**config.mk**
```make
export PLATFORM = sky130hd
export DESIGN_NAME = ex_mem_latch
export DESIGN_NICKNAME = d
export VERILOG_FILES = /design/src/rtl/ex_mem_latch.sv
export SDC_FILE = /design/constraint.sdc
export NUM_CORES = 1
export LEC_CHECK = 0
export CORE_ASPECT_RATIO = 0.8
export CORE_MARGIN = 3
export CORE_UTILIZATION = 30
export CTS_BUF_LIST = sky130_fd_sc_hd__clkbuf_2
export DETAILED_ROUTE_END_ITERATION = 6
export HOLD_SLACK_MARGIN = 0.05
export PLACE_DENSITY = 0.66
export SLEW_MARGIN = 25
export SYNTH_ARGS = -nofsm -noshare
export SYNTH_HDL_FRONTEND = slang
export SYNTH_SLANG_ARGS = --single-unit
export TNS_END_PERCENT = 5
```
**constraint.sdc**
```tcl
create_clock -name exmemi_clk -period 4.92 [get_ports exmemi_clk]
set_input_delay 1.23 -clock exmemi_clk [delete_from_list [all_inputs] [get_ports exmemi_clk]]
set_output_delay 1.23 -clock exmemi_clk [all_outputs]
set_load 0.1 [all_outputs]
```
**src/rtl/ex_mem_latch.sv**
```systemverilog
// ex_mem_latch: EX/MEM pipeline register for the 16-bit CPU.
// Latches the execute-stage results for the mem stage. RAM2 is shared with
// instruction fetch, so a RAM2 load/store is frozen in place for
// RAM2_HOLD_CYCLES cycles while the upstream stages are asked to stall.
// Also provides bubble insertion (flush) and an external freeze (hold).

package ex_mem_pkg;

  // Access kind carried alongside every instruction.
  typedef enum logic [1:0] {
    RWE_NOTHING   = 2'b00,
    RWE_WRITE_REG = 2'b01,
    RWE_READ_MEM  = 2'b10,
    RWE_WRITE_MEM = 2'b11
  } rwe_e;

  // A memory access targets RAM2 when address bit 15 is clear.
  function automatic logic is_ram2(input logic [1:0] rwe, input logic [15:0] addr);
    return ((rwe == RWE_READ_MEM) || (rwe == RWE_WRITE_MEM)) && !addr[15];
  endfunction

endpackage

module ex_mem_latch
  import ex_mem_pkg::*;
#(
  parameter int unsigned RAM2_HOLD_CYCLES = 2,
  parameter logic [15:0] NOP_INSTR        = 16'h0800
) (
  input  logic        exmemi_clk,
  input  logic        exmemi_rst,
  input  logic [15:0] exmemi_instr,
  input  logic [15:0] exmemi_pc,
  input  logic [15:0] exmemi_data,
  input  logic [3:0]  exmemi_wreg_addr,
  input  logic [15:0] exmemi_write_to_mem_data,
  input  logic [1:0]  exmemi_rwe,
  input  logic        exmemi_hold,
  input  logic        exmemi_flush,
  output logic [15:0] exmemo_instr,
  output logic [15:0] exmemo_pc,
  output logic [15:0] exmemo_data,
  output logic [3:0]  exmemo_wreg_addr,
  output logic [15:0] exmemo_write_to_mem_data,
  output logic [1:0]  exmemo_rwe,
  output logic        exmemo_stall_request,
  output logic        exmemo_ram2_busy
);

  // PASS: normal capture. HOLD: a RAM2 access is frozen for the remaining count.
  typedef enum logic {
    PASS = 1'b0,
    HOLD = 1'b1
  } state_e;

  // One pipeline slot worth of EX results.
  typedef struct packed {
    logic [15:0] instr;
    logic [15:0] pc;
    logic [15:0] data;
    logic [3:0]  wreg_addr;
    logic [15:0] write_to_mem_data;
    logic [1:0]  rwe;
  } slot_t;

  // With a hold length of 1 the RAM2 access completes in its capture cycle.
  localparam logic       HAS_HOLD  = (RAM2_HOLD_CYCLES > 1);
  // Cycles left in HOLD after the capture edge itself.
  localparam logic [3:0] HOLD_LOAD = 4'(RAM2_HOLD_CYCLES - 1);

  localparam slot_t BUBBLE = '{
    instr:             NOP_INSTR,
    pc:                16'h0000,
    data:              16'h0000,
    wreg_addr:         4'h0,
    write_to_mem_data: 16'h0000,
    rwe:               RWE_NOTHING
  };

  state_e     state, state_next;
  slot_t      slot, slot_next;
  slot_t      slot_in;
  logic [3:0] count, count_next;
  logic       pending_flush, pending_flush_next;

  // Gather the EX inputs into one slot for a single-assignment capture.
  always_comb begin
    slot_in = '{
      instr:             exmemi_instr,
      pc:                exmemi_pc,
      data:              exmemi_data,
      wreg_addr:         exmemi_wreg_addr,
      write_to_mem_data: exmemi_write_to_mem_data,
      rwe:               exmemi_rwe
    };
  end

  // Next-state, next-contents and hold-counter decision for this edge.
  always_comb begin
    // NOTE: every signal driven here gets a default first, so no path can
    // leave it unassigned and infer a latch.
    state_next         = state;
    slot_next          = slot;
    count_next         = count;
    pending_flush_next = pending_flush;

    unique case (state)
      PASS: begin
        if (!exmemi_hold) begin
          if (exmemi_flush || pending_flush) begin
            slot_next          = BUBBLE;
            pending_flush_next = 1'b0;
          end else begin
            slot_next = slot_in;
          end
          // A bubble is never a RAM2 access, so testing slot_next covers both.
          if (HAS_HOLD && is_ram2(slot_next.rwe, slot_next.data)) begin
            state_next = HOLD;
            count_next = HOLD_LOAD;
          end
        end
      end

      HOLD: begin
        // Contents frozen; a flush arriving now is remembered for release.
        if (exmemi_flush) begin
          pending_flush_next = 1'b1;
        end
        if (count <= 4'd1) begin
          // Release edge: nothing is captured until the following edge.
          count_next = 4'd0;
          state_next = PASS;
        end else begin
          count_next = count - 4'd1;
        end
      end

      default: begin
        state_next = PASS;
        count_next = 4'd0;
      end
    endcase
  end

  // State, counter and slot registers with asynchronous reset.
  always_ff @(posedge exmemi_clk or posedge exmemi_rst) begin
    // NOTE: sequential state uses non-blocking assignments so all registers
    // update together from pre-edge values.
    if (exmemi_rst) begin
      // NOTE: every register, including the data payload, is reset so the mem
      // stage sees a clean NOP rather than X after power-up.
      state         <= PASS;
      slot          <= BUBBLE;
      count         <= 4'd0;
      pending_flush <= 1'b0;
    end else begin
      state         <= state_next;
      slot          <= slot_next;
      count         <= count_next;
      pending_flush <= pending_flush_next;
    end
  end

  // Drive the latched slot and the combinational status flags.
  always_comb begin
    exmemo_instr             = slot.instr;
    exmemo_pc                = slot.pc;
    exmemo_data              = slot.data;
    exmemo_wreg_addr         = slot.wreg_addr;
    exmemo_write_to_mem_data = slot.write_to_mem_data;
    exmemo_rwe               = slot.rwe;
    // HOLD is entered on the capture edge, so it alone spans the stall window.
    exmemo_stall_request     = (state == HOLD);
    exmemo_ram2_busy         = is_ram2(slot.rwe, slot.data);
  end

endmodule

```
### M1 wires

Bar = 20 um. Supply wires on this layer in gray.
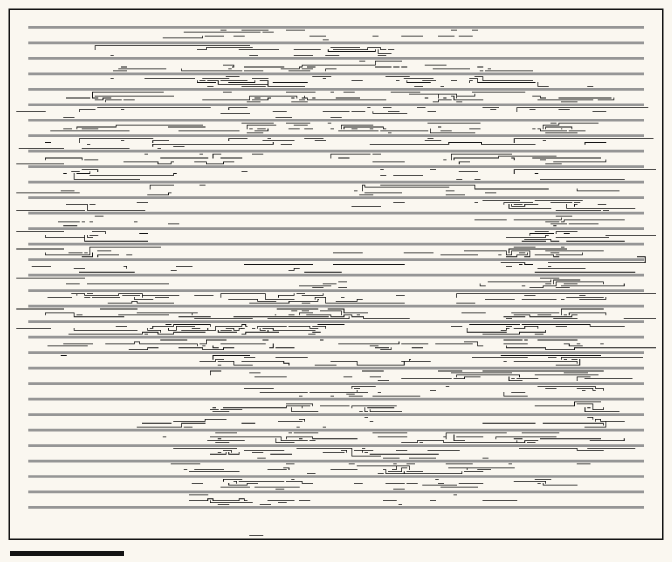
wire length on this layer: 3,440 um
main direction: horizontal
longest straight run: 35.0 um
nets with wire on the layer: 350
met1 Use GR: 0.201
routed vias: 2,204
Routed Wire Length: 7560 um

### M2 wires

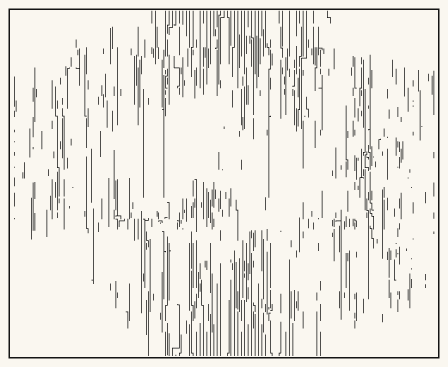
nets with wire on the layer: 367
share of all routed wire: 45%
wire length on this layer: 3,430 um
grt met2 use: 0.214

==> deck_impl_summary.md <==
Run Summary

Worst setup path
  – CP endpoint: exmemo_stall_request
  – CP max FO: 9
  – Required @ worst endpoint: 3.69 ns
  – CP Class: reg -> out
  – CP Buf/Inv Count: 1
  – Number of cells on the worst reg-to-reg path: 4
  – Worst path top cell family by delay: buffers and inverters

Yosys
  – Post-synth regs: 76
  – Compound Share, Synth: 0.238
  – YS warnings: 0
  – Cell type with the largest total area: dfrtp_1
  – Register area share after synthesis: 0.674
  – Top cells, area: dfrtp_1 (66%), a22o_1 (21%), buf_6 (3.2%)
  – Synth Net Count: 266

Floorplan
  – Num rows: 31
  – Die W: 114 um
  – Chip area: 0.0106 mm^2
  – # IOs: 146
  – Die height: 92.8 um

Finish
  – Filler instances: 842
  – Combinational Area: 788 um^2
  – Clkbuf count: 10
  – Biggest Area Class: registers
  – Buffers excl. clock: 149
  – Logic inverters: 4

Detailed routing
  – Drt first-iter violations: 93
  – Routed Antenna Nets: 0
  – Met1 wire length: 3440 um
  – Top routing layer used: met4
  – Via density per instance: 4.84

Power
  – Seq group: 0.817 mW
  – Logic power comb: 1.31 mW
  – Pwr Density: 553 mW/mm^2

STA
  – Fin Hold WS: 0.528 ns
  – Fin crit share: 0.701
  – Min Tclk post-route: 3.45 ns
  – Final setup viols: 0
  – Clock Skews: 0.0301 ns
  – TNS Setup: 0 ns

Flow run
  – Max_cap viols: 0

Min path
  – Hold endpoint: exmemo_data[2]

CTS
  – # resized after CTS: 0
  – Reg clk slew, reported paths: 0.20 ns

Global routing
  – GRT busiest layer: met2
  – Total Routing Usage GR: 0.144

Placed design
  – IO Port Bufs: 145
  – Placer congestion estimate: 0.739

Run status
  – Outcome: finished, final reports clean
No activity file was given, so power comes from the tool's default toggle rates.
